`config.mk`:
```
export PLATFORM = sky130hd
export DESIGN_NAME = mult_seq_master_flat
export DESIGN_NICKNAME = d
export VERILOG_FILES = /design/src/rtl/mult_seq_master_if.sv /design/src/rtl/mult_seq_master.sv /design/src/flat_wrapper.sv
export SDC_FILE = /design/constraint.sdc
export NUM_CORES = 1
export LEC_CHECK = 0
export ABC_AREA = 1
export CAP_MARGIN = 10
export CORE_MARGIN = 5
export CORE_UTILIZATION = 45
export CTS_BUF_LIST = sky130_fd_sc_hd__clkbuf_2 sky130_fd_sc_hd__clkbuf_4 sky130_fd_sc_hd__clkbuf_8
export DETAILED_ROUTE_END_ITERATION = 8
export PLACE_DENSITY = 0.85
export SLEW_MARGIN = 25
export SYNTH_ARGS = -nofsm -noshare
export SYNTH_HDL_FRONTEND = slang
export SYNTH_SLANG_ARGS = --single-unit
```
`constraint.sdc`:
```
create_clock -name m_axi_aclk -period 2.6 [get_ports m_axi_aclk]
set_clock_uncertainty 0.05 [all_clocks]
set_input_delay 0.52 -clock m_axi_aclk [delete_from_list [all_inputs] [get_ports m_axi_aclk]]
set_output_delay 0.52 -clock m_axi_aclk [all_outputs]
set_load 0.05 [all_outputs]
```
`src/rtl/mult_seq_master_if.sv`:
```
// AXI-lite bus between the multiplier sequencer (master) and the multiplier peripheral (slave).
interface mult_seq_master_if #(
  parameter int DATA_WIDTH = 32,
  parameter int ADDR_WIDTH = 8
);
  logic [ADDR_WIDTH-1:0]   awaddr;
  logic                    awvalid;
  logic                    awready;
  logic [DATA_WIDTH-1:0]   wdata;
  logic [DATA_WIDTH/8-1:0] wstrb;
  logic                    wvalid;
  logic                    wready;
  logic [1:0]              bresp;
  logic                    bvalid;
  logic                    bready;
  logic [ADDR_WIDTH-1:0]   araddr;
  logic                    arvalid;
  logic                    arready;
  logic [DATA_WIDTH-1:0]   rdata;
  logic [1:0]              rresp;
  logic                    rvalid;
  logic                    rready;

  modport master (
    output awaddr, awvalid, wdata, wstrb, wvalid, bready, araddr, arvalid, rready,
    input  awready, wready, bresp, bvalid, arready, rdata, rresp, rvalid
  );

  modport slave (
    input  awaddr, awvalid, wdata, wstrb, wvalid, bready, araddr, arvalid, rready,
    output awready, wready, bresp, bvalid, arready, rdata, rresp, rvalid
  );
endinterface

```
`src/rtl/mult_seq_master.sv`:
```
// Sequencer that writes two operands to an AXI-lite multiplier, then reads back
// the product and overflow flag; every phase is guarded by a cycle timeout.
module mult_seq_master #(
  parameter int          DATA_WIDTH = 32,
  parameter int          ADDR_WIDTH = 8,
  parameter int unsigned BASE_ADDR  = 0,
  parameter int unsigned TIMEOUT    = 255
) (
  input  logic                  m_axi_aclk,
  input  logic                  m_axi_aresetn,
  input  logic                  start,
  input  logic [DATA_WIDTH-1:0] op_a,
  input  logic [DATA_WIDTH-1:0] op_b,
  output logic                  busy,
  output logic                  done,
  output logic [DATA_WIDTH-1:0] result,
  output logic                  overflow,
  output logic                  error,
  mult_seq_master_if.master     m_axi
);

  localparam int STRB_W = DATA_WIDTH / 8;
  localparam logic [ADDR_WIDTH-1:0] ADDR_A   = ADDR_WIDTH'(BASE_ADDR + 16);
  localparam logic [ADDR_WIDTH-1:0] ADDR_B   = ADDR_WIDTH'(BASE_ADDR + 20);
  localparam logic [ADDR_WIDTH-1:0] ADDR_RES = ADDR_WIDTH'(BASE_ADDR + 24);
  localparam logic [ADDR_WIDTH-1:0] ADDR_OVF = ADDR_WIDTH'(BASE_ADDR + 28);
  localparam logic [15:0]           CNT_LAST = 16'(TIMEOUT - 1);

  typedef enum logic [3:0] {
    IDLE, WR_A, WB_A, WR_B, WB_B, AR_RES, R_RES, AR_OVF, R_OVF, FIN
  } state_t;

  state_t                  state_reg, state_next;
  logic [15:0]             cnt_reg, cnt_next;
  logic [DATA_WIDTH-1:0]   b_reg, b_next;
  logic                    busy_reg, busy_next;
  logic                    done_reg, done_next;
  logic                    error_reg, error_next;
  logic [DATA_WIDTH-1:0]   result_reg, result_next;
  logic                    overflow_reg, overflow_next;
  logic [ADDR_WIDTH-1:0]   awaddr_reg, awaddr_next;
  logic                    awvalid_reg, awvalid_next;
  logic [DATA_WIDTH-1:0]   wdata_reg, wdata_next;
  logic [STRB_W-1:0]       wstrb_reg, wstrb_next;
  logic                    wvalid_reg, wvalid_next;
  logic                    bready_reg, bready_next;
  logic [ADDR_WIDTH-1:0]   araddr_reg, araddr_next;
  logic                    arvalid_reg, arvalid_next;
  logic                    rready_reg, rready_next;
  logic                    abort;
  logic                    timeout;
  logic                    bresp_err;
  logic                    rresp_err;

  assign timeout   = (cnt_reg == CNT_LAST);
  assign bresp_err = (m_axi.bresp == 2'b10) || (m_axi.bresp == 2'b11);
  assign rresp_err = (m_axi.rresp == 2'b10) || (m_axi.rresp == 2'b11);

  always_ff @(posedge m_axi_aclk) begin
    if (!m_axi_aresetn) begin
      state_reg    <= IDLE;
      cnt_reg      <= '0;
      b_reg        <= '0;
      busy_reg     <= 1'b0;
      done_reg     <= 1'b0;
      error_reg    <= 1'b0;
      result_reg   <= '0;
      overflow_reg <= 1'b0;
      awaddr_reg   <= '0;
      awvalid_reg  <= 1'b0;
      wdata_reg    <= '0;
      wstrb_reg    <= '0;
      wvalid_reg   <= 1'b0;
      bready_reg   <= 1'b0;
      araddr_reg   <= '0;
      arvalid_reg  <= 1'b0;
      rready_reg   <= 1'b0;
    end else begin
      state_reg    <= state_next;
      cnt_reg      <= cnt_next;
      b_reg        <= b_next;
      busy_reg     <= busy_next;
      done_reg     <= done_next;
      error_reg    <= error_next;
      result_reg   <= result_next;
      overflow_reg <= overflow_next;
      awaddr_reg   <= awaddr_next;
      awvalid_reg  <= awvalid_next;
      wdata_reg    <= wdata_next;
      wstrb_reg    <= wstrb_next;
      wvalid_reg   <= wvalid_next;
      bready_reg   <= bready_next;
      araddr_reg   <= araddr_next;
      arvalid_reg  <= arvalid_next;
      rready_reg   <= rready_next;
    end
  end

  always_comb begin
    state_next    = state_reg;
    cnt_next      = cnt_reg + 16'd1;
    b_next        = b_reg;
    busy_next     = busy_reg;
    done_next     = 1'b0;
    error_next    = error_reg;
    result_next   = result_reg;
    overflow_next = overflow_reg;
    awaddr_next   = awaddr_reg;
    awvalid_next  = awvalid_reg;
    wdata_next    = wdata_reg;
    wstrb_next    = wstrb_reg;
    wvalid_next   = wvalid_reg;
    bready_next   = bready_reg;
    araddr_next   = araddr_reg;
    arvalid_next  = arvalid_reg;
    rready_next   = rready_reg;
    abort         = 1'b0;

    case (state_reg)
      IDLE: begin
        cnt_next = '0;
        if (start) begin
          b_next       = op_b;
          busy_next    = 1'b1;
          error_next   = 1'b0;
          awaddr_next  = ADDR_A;
          wdata_next   = op_a;
          wstrb_next   = '1;
          awvalid_next = 1'b1;
          wvalid_next  = 1'b1;
          state_next   = WR_A;
        end
      end
      // Address and data channels retire independently; leave once both have.
      WR_A, WR_B: begin
        awvalid_next = awvalid_reg & ~m_axi.awready;
        wvalid_next  = wvalid_reg & ~m_axi.wready;
        if (!awvalid_next && !wvalid_next) begin
          bready_next = 1'b1;
          cnt_next    = '0;
          state_next  = (state_reg == WR_A) ? WB_A : WB_B;
        end else if (timeout) begin
          abort = 1'b1;
        end
      end
      WB_A, WB_B: begin
        if (m_axi.bvalid) begin
          bready_next = 1'b0;
          cnt_next    = '0;
          if (bresp_err) begin
            error_next = 1'b1;
            done_next  = 1'b1;
            state_next = FIN;
          end else if (state_reg == WB_A) begin
            awaddr_next  = ADDR_B;
            wdata_next   = b_reg;
            awvalid_next = 1'b1;
            wvalid_next  = 1'b1;
            state_next   = WR_B;
          end else begin
            araddr_next  = ADDR_RES;
            arvalid_next = 1'b1;
            state_next   = AR_RES;
          end
        end else if (timeout) begin
          abort = 1'b1;
        end
      end
      AR_RES, AR_OVF: begin
        if (m_axi.arready) begin
          arvalid_next = 1'b0;
          rready_next  = 1'b1;
          cnt_next     = '0;
          state_next   = (state_reg == AR_RES) ? R_RES : R_OVF;
        end else if (timeout) begin
          abort = 1'b1;
        end
      end
      R_RES, R_OVF: begin
        if (m_axi.rvalid) begin
          rready_next = 1'b0;
          cnt_next    = '0;
          if (state_reg == R_RES) begin
            result_next = m_axi.rdata;
          end else begin
            overflow_next = m_axi.rdata[0];
          end
          if (rresp_err || state_reg == R_OVF) begin
            error_next = error_reg | rresp_err;
            done_next  = 1'b1;
            state_next = FIN;
          end else begin
            araddr_next  = ADDR_OVF;
            arvalid_next = 1'b1;
            state_next   = AR_OVF;
          end
        end else if (timeout) begin
          abort = 1'b1;
        end
      end
      FIN: begin
        cnt_next   = '0;
        busy_next  = 1'b0;
        state_next = IDLE;
      end
      default: begin
        cnt_next   = '0;
        state_next = IDLE;
      end
    endcase

    // A stalled phase drops every handshake request and finishes with an error.
    if (abort) begin
      error_next   = 1'b1;
      done_next    = 1'b1;
      awvalid_next = 1'b0;
      wvalid_next  = 1'b0;
      bready_next  = 1'b0;
      arvalid_next = 1'b0;
      rready_next  = 1'b0;
      cnt_next     = '0;
      state_next   = FIN;
    end
  end

  assign busy          = busy_reg;
  assign done          = done_reg;
  assign error         = error_reg;
  assign result        = result_reg;
  assign overflow      = overflow_reg;
  assign m_axi.awaddr  = awaddr_reg;
  assign m_axi.awvalid = awvalid_reg;
  assign m_axi.wdata   = wdata_reg;
  assign m_axi.wstrb   = wstrb_reg;
  assign m_axi.wvalid  = wvalid_reg;
  assign m_axi.bready  = bready_reg;
  assign m_axi.araddr  = araddr_reg;
  assign m_axi.arvalid = arvalid_reg;
  assign m_axi.rready  = rready_reg;

endmodule

```
`src/flat_wrapper.sv`:
```
// flat-port wrapper written by rule: the top's interface ports become plain ports
module mult_seq_master_flat 
#(
  parameter int          DATA_WIDTH = 32,
  parameter int          ADDR_WIDTH = 8,
  parameter int unsigned BASE_ADDR  = 0,
  parameter int unsigned TIMEOUT    = 255
)
  (m_axi_aclk, m_axi_aresetn, start, op_a, op_b, busy, done, result, overflow, error, m_axi_awaddr, m_axi_awvalid, m_axi_wdata, m_axi_wstrb, m_axi_wvalid, m_axi_bready, m_axi_araddr, m_axi_arvalid, m_axi_rready, m_axi_awready, m_axi_wready, m_axi_bresp, m_axi_bvalid, m_axi_arready, m_axi_rdata, m_axi_rresp, m_axi_rvalid);
  mult_seq_master_if #(.DATA_WIDTH(DATA_WIDTH), .ADDR_WIDTH(ADDR_WIDTH)) m_axi_i ();
  input  logic m_axi_aclk;
  input  logic m_axi_aresetn;
  input  logic start;
  input  logic [DATA_WIDTH-1:0] op_a;
  input  logic [DATA_WIDTH-1:0] op_b;
  output logic busy;
  output logic done;
  output logic [DATA_WIDTH-1:0] result;
  output logic overflow;
  output logic error;
  output wire logic [$bits(m_axi_i.awaddr)-1:0] m_axi_awaddr;
  output wire logic [$bits(m_axi_i.awvalid)-1:0] m_axi_awvalid;
  output wire logic [$bits(m_axi_i.wdata)-1:0] m_axi_wdata;
  output wire logic [$bits(m_axi_i.wstrb)-1:0] m_axi_wstrb;
  output wire logic [$bits(m_axi_i.wvalid)-1:0] m_axi_wvalid;
  output wire logic [$bits(m_axi_i.bready)-1:0] m_axi_bready;
  output wire logic [$bits(m_axi_i.araddr)-1:0] m_axi_araddr;
  output wire logic [$bits(m_axi_i.arvalid)-1:0] m_axi_arvalid;
  output wire logic [$bits(m_axi_i.rready)-1:0] m_axi_rready;
  input wire logic [$bits(m_axi_i.awready)-1:0] m_axi_awready;
  input wire logic [$bits(m_axi_i.wready)-1:0] m_axi_wready;
  input wire logic [$bits(m_axi_i.bresp)-1:0] m_axi_bresp;
  input wire logic [$bits(m_axi_i.bvalid)-1:0] m_axi_bvalid;
  input wire logic [$bits(m_axi_i.arready)-1:0] m_axi_arready;
  input wire logic [$bits(m_axi_i.rdata)-1:0] m_axi_rdata;
  input wire logic [$bits(m_axi_i.rresp)-1:0] m_axi_rresp;
  input wire logic [$bits(m_axi_i.rvalid)-1:0] m_axi_rvalid;
  assign m_axi_awaddr = m_axi_i.awaddr;
  assign m_axi_awvalid = m_axi_i.awvalid;
  assign m_axi_wdata = m_axi_i.wdata;
  assign m_axi_wstrb = m_axi_i.wstrb;
  assign m_axi_wvalid = m_axi_i.wvalid;
  assign m_axi_bready = m_axi_i.bready;
  assign m_axi_araddr = m_axi_i.araddr;
  assign m_axi_arvalid = m_axi_i.arvalid;
  assign m_axi_rready = m_axi_i.rready;
  assign m_axi_i.awready = m_axi_awready;
  assign m_axi_i.wready = m_axi_wready;
  assign m_axi_i.bresp = m_axi_bresp;
  assign m_axi_i.bvalid = m_axi_bvalid;
  assign m_axi_i.arready = m_axi_arready;
  assign m_axi_i.rdata = m_axi_rdata;
  assign m_axi_i.rresp = m_axi_rresp;
  assign m_axi_i.rvalid = m_axi_rvalid;
  mult_seq_master #(.DATA_WIDTH(DATA_WIDTH), .ADDR_WIDTH(ADDR_WIDTH), .BASE_ADDR(BASE_ADDR), .TIMEOUT(TIMEOUT)) u_core (.m_axi_aclk(m_axi_aclk), .m_axi_aresetn(m_axi_aresetn), .start(start), .op_a(op_a), .op_b(op_b), .busy(busy), .done(done), .result(result), .overflow(overflow), .error(error), .m_axi(m_axi_i));
endmodule
```
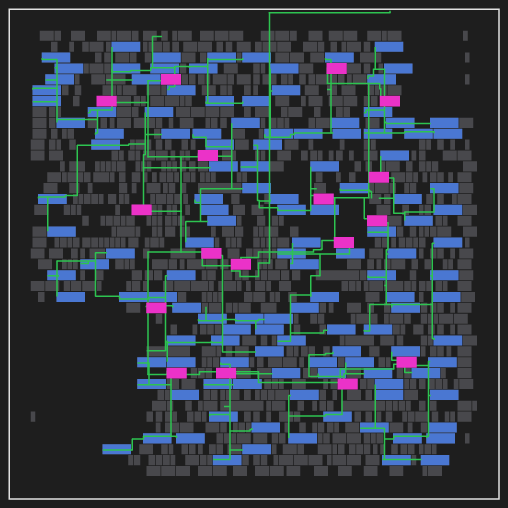
(images/clock_map.png)
(4 px per um)
cells driving clock nets -> magenta  # count 17
flip-flops -> blue  # count 130
clock wires -> green  # length 1570 um
routed clock nets = 18
flops lie = all over the die

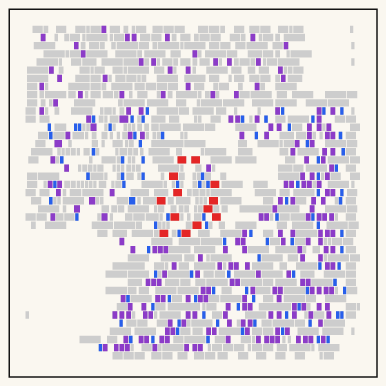
(images/gate_families.png)
(3 px per um)
XOR/XNOR gates -> red  # cells 13, where centre
inverters -> blue  # cells 99
inverting AOI/OAI gates -> purple  # cells 215, where all over the die

==> run summary <==
Results of the flow run.

The tree is rooted in a sky130_fd_sc_hd__clkbuf_8. Summing over the stages, the warning tally comes to 29. Buffers added to address setup during post-CTS repair amount to 0. Ranked by total cell area, the synthesized netlist is headed by sky130_fd_sc_hd__dfxtp_1 (46%), sky130_fd_sc_hd__a21oi_1 (9.6%), sky130_fd_sc_hd__o21ai_0 (8.0%), sky130_fd_sc_hd__nand2_1 (7.6%), sky130_fd_sc_hd__inv_1 (6.3%). The horizontal die dimension stands at 122 um. Per the final timing report, the hold violations number 0. By instance count after routing, the leading logic cell type is sky130_fd_sc_hd__clkdlybuf4s50_1. The later pin in the worst-skew pair is clocked with a latency of about 0.44 ns. The floorplan die area stands at 0.0149 mm^2. The run finished with clean final reports.

After synthesis the cells add up to 0.00565 mm^2. The final critical path takes up 86.8% of the cycle. The initial antenna violation count stands at 0. For the pin with the worst max-slew slack, the measured transition is 0.653 ns.

The count of endpoints failing setup in the final report stands at 0. The timing report gives the biggest stage delay along the critical path as 0.84 ns. The most used flip-flop cell after synthesis is sky130_fd_sc_hd__dfxtp_1. After the last flow step, the layout net total stands at ~1.0k. The number of global-route vias before repair was a little under 5k. Per the detail_route report, the via count comes to 5336. The final HPWL from detailed placement stands at between 10 and 15 mm. The worst slack after detailed placement stands at 0.293 ns.

The number of buffers and inverters on the critical path is 1. The global-route wire length before repair stands at about 23 mm. The top-area cell type share of the netlist area stands at between 40% and 50%.

The final timing report lists a max-slew violation count of 0. Listed in order, past its start point the critical path passes clkdlybuf4s50_1. The maximum buffer depth of the clock tree stands at 2. In this run the power spent charging and discharging nets is 3.34 mW. The tally of buffers added on design ports stands at between 150 and 200.

STA classifies the critical path startpoint as a register. The utilization after layout stands at 64.2%. The number of clock sinks stands at 130. Of all flip-flops after synthesis, the portion carrying an async set or reset was 0%. The placement-stage cell area stands at between 0.007 and 0.008 mm^2.

The number of ports placed on the die boundary stands at roughly 200. Per the placement report, the placed cell count is 1078. Summed over all cells, the static leakage comes to roughly 3.1 nW. The worst register-to-register path depth is 8.

The first routing iteration left 402 violations. A synthesized cell averages roughly 7.5 um^2. The tightest slew margin relative to the limit stands at 56.4%. The design draws 8.08 mW. The report puts the hold buffer count at CTS at 0.

Cell internal power was estimated by the tool at 4.74 mW. The layout has 1082 filler cells. STA puts the critical path data arrival time at 1.69 ns. Counting every instance in the synthesized netlist gives 757. The remaining number of nets flagged by the antenna check after routing stands at 0. The share of the core filled by cells before placement stands at 45.3%. The worst setup path is of the reg -> out kind. For this design the ratio of total power to cell area is between 1000 and 1500 mW/mm^2. sky130_fd_sc_hd__dfxtp_1 is the most common cell in the netlist. For this design, the slowest cell found on the critical path is sky130_fd_sc_hd__clkdlybuf4s50_1. The number of gates resized after CTS was 0. The least setup slack across all paths after layout stands at 0.344 ns. Across all register-to-register paths, the minimum setup slack is 0.44 ns.

Setup repair after global routing left no endpoint under its margin. The core region is approximately 0.012 mm^2.
## layer usage
layer	vias to the layer above	wire length [um]	part of all wire, %	global-route usage (%)
li1	2759	-	-	-
met1	2402	6430	43	24.1
met2	145	7090	48	32.2
met3	30	905	6.1	5.25
met4	0	367	2.5	7.35
met5	-	0	0	0
## cell families after synthesis
group,share of synthesized area (%)
and+or+nand+nor,19.5
AOI/OAI and AO/OA,19.4
buffers and inverters,12.6
DFF,46.1
xor gates and xnor gates,2.02
adders and majority gates,0.443
other,0.0664
## power by group through the flow
stage | clock, mW | sequential [mW] | combinational, mW
floorplan | 0 | 3.53 | 1.68
global placement | 0 | 2.66 | 3.41
detailed placement | 0 | 2.68 | 3.47
CTS | 2.03 | 2.64 | 3.48
global route | 2.12 | 2.69 | 3.75
finish | 1.99 | 2.64 | 3.46
## path summary, 6_finish.rpt
check,startpoint,end
setup reg to reg,u_core.state_reg[2],u_core.m_axi.wdata[1]
setup / recovery,u_core.m_axi.wstrb[0],m_axi_wstrb[1]
hold / removal,u_core.m_axi.wdata[30],u_core.m_axi.wdata[30]
hold reg to reg,u_core.m_axi.wdata[30],u_core.m_axi.wdata[30]
## final cells by class
type	instances	area [um^2]	share of cell area (%)
flip-flops and latches	130	2600	32.5
clock inverters	13	208	2.60
repair buffers	197	1950	24.4
clock buffers	19	262	3.27
multi-input cells	480	2380	29.8
well taps	172	215	2.69
inverters	99	374	4.68
## worst min-delay path: stages, from the launching register on
cell	delay, ns
sky130_fd_sc_hd__dfxtp_1	0.31
sky130_fd_sc_hd__inv_1	0.05
sky130_fd_sc_hd__a21oi_1	0.05
Power is estimated from default activity; no workload was simulated.
